==> config.mk <==
export PLATFORM = sky130hd
export DESIGN_NAME = engine_forward_data_arbiter_n_to_1
export DESIGN_NICKNAME = d
export VERILOG_FILES = /design/src/rtl/engine_forward_data_arbiter_n_to_1.sv
export SDC_FILE = /design/constraint.sdc
export NUM_CORES = 1
export LEC_CHECK = 0
export CAP_MARGIN = 20
export CORE_ASPECT_RATIO = 0.5
export CORE_MARGIN = 2
export CORE_UTILIZATION = 36
export CTS_CLUSTER_SIZE = 24
export DETAILED_ROUTE_END_ITERATION = 8
export PLACE_DENSITY = 0.79
export SKIP_CTS_REPAIR_TIMING = 1
export SKIP_LAST_GASP = 1
export SYNTH_ARGS = -nofsm -noshare
export SYNTH_HDL_FRONTEND = slang
export SYNTH_SLANG_ARGS = --single-unit
==> constraint.sdc <==
create_clock -name ap_clk -period 2.4 [get_ports ap_clk]
set_input_delay 0.48 -clock ap_clk [delete_from_list [all_inputs] [get_ports ap_clk]]
set_output_delay 0.48 -clock ap_clk [all_outputs]
set_load 0.005 [all_outputs]
pins.png
(2 px per um) Pins as bars across the die edge, other pins in gray.
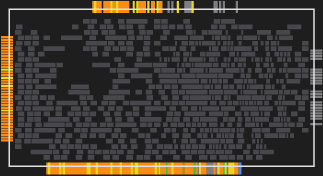
[orange] request_in | pins: 132 | direction: input | edge: 73 bottom, 35 left, 24 top
[green] grant_out | pins: 4 | direction: output | edge: bottom
[blue] ap_clk | pins: 1 | direction: input | edge: bottom
[yellow] request_out | pins: 33 | direction: output | edge: 20 bottom, 9 top, 4 left
overall die width: 152 um
port buffer count: 209
DIE HEIGHT: 77.8 um

final_clocks.png
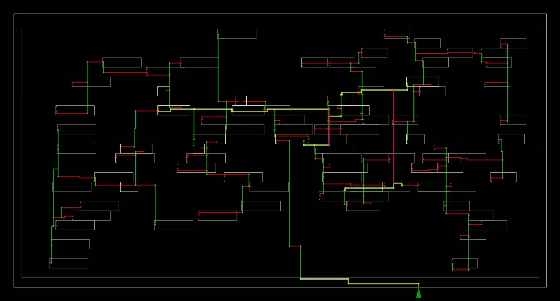
sinks on the clock net: 71
clock network power: 1.45 mW
Clock Buffer Count: 12
clock insertion delay at the later pin of the skew report: 330 ps
setup skew after layout: 7.28 ps

met2.png
(3 px per um) Cells faint in the background.
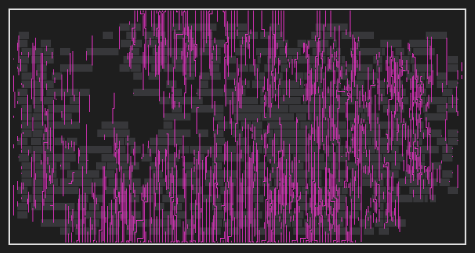
nets with wire on the layer: 646
wire length on this layer: 6310 um
longest straight run: 41.0 um
main direction: vertical
met2 GRT Util: 37.8%
DR vias: 3738
wire length reported by the detailed router: 11.8 mm

cell_classes.png
(3 px per um) Fill, decap, tap and diode cells in gray.
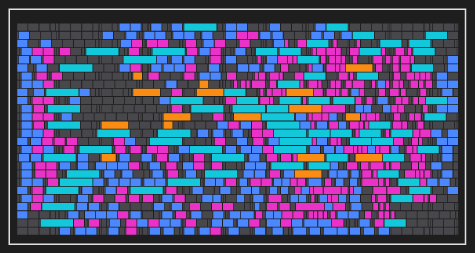
[cyan] flops | cells: 71 | share of their area: 26%
[magenta] all other logic | cells: 281 | share of their area: 33%
[orange] clock drivers and dummy loads | cells: 16 | share of their area: 5.1%
[blue] other buffers and delay cells | cells: 242 | share of their area: 36%
fraction of standard cell area that is sequential: 25.8%
total core area: 0.0104 mm^2
Post-Layout Inst Area: 0.00675 mm^2
share of the core filled with cells: 64.8%
standard-cell rows: 26

clock_map.png
(4 px per um)
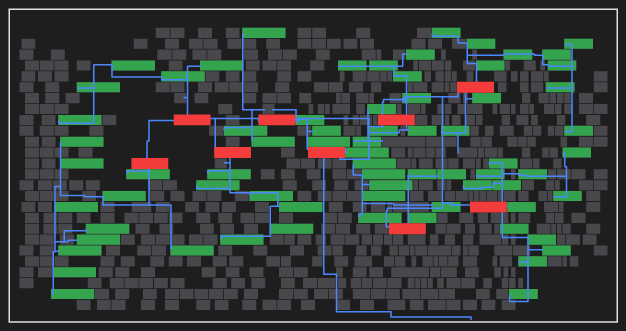
[blue] clock wires | length: 953 um
[red] cells driving clock nets | count: 9
[green] flip-flops | count: 71
routed clock nets: 10
part of the total power dissipated in the clock network: 43.5%

==> COMMIT_EDITMSG <==
Add synthesis and place-and-route results

- Synth Cell Area: 0.00392 mm^2
- Per the detail_route log, met3 wirelength is 618 um.
* Headroom to the max-slew limit: 64.3%
- Per the detail_route report, vias per standard cell equal 4.98.
- Class of the tightest hold or removal check: register to register
- Number of maximum-capacitance constraint violations: 0
* Cell count after synthesis: 371
* CTS tree: yes
- TritonRoute output was used to compute an average wire per cell of 15.8 um.
- Synthesized-area fraction occupied by ao, oa, aoi and oai cells: 4.59%
- Final Hold Viols: 0
* Period utilisation layout: 96.7%
- In this run the tools logged warnings totalling 29.
* Maximum fanout count along the critical path: 5
* Syn Area/Cell: 10.6 um^2
- Run status: completed
- Post-Place Cells: 732
- Peak ir drop on the vdd network: 0.380 mV
* Simple-gate area share of the yosys netlist: 16.1%
- Residual DRC: 0
-- layer usage --
metal | vias to the layer above | track usage, %
met1 | 1759 | 22.3
met5 | - | 0
li1 | 1835 | -
met2 | 121 | 37.8
met3 | 23 | 5.53
met4 | 0 | 6.67
-- power by group through the flow --
stage	clock network (mW)	logic [mW]	registers, mW
detailed placement	0	0.578	1.32
global route	1.54	0.627	1.30
CTS	1.48	0.581	1.30
finish	1.45	0.580	1.30
floorplan	0	0.249	1.32
global placement	0	0.565	1.32
-- final cells by class --
type	count	area [um^2]	area share, %
repair buffers	242	2350	34.9
clock buffers	12	278	4.12
clock inverters	4	56.3	0.834
well taps	140	175	2.60
multi-input cells	273	2110	31.3
inverters	8	32.5	0.482
flip-flops and latches	71	1740	25.8
Power is estimated from default activity; no workload was simulated.
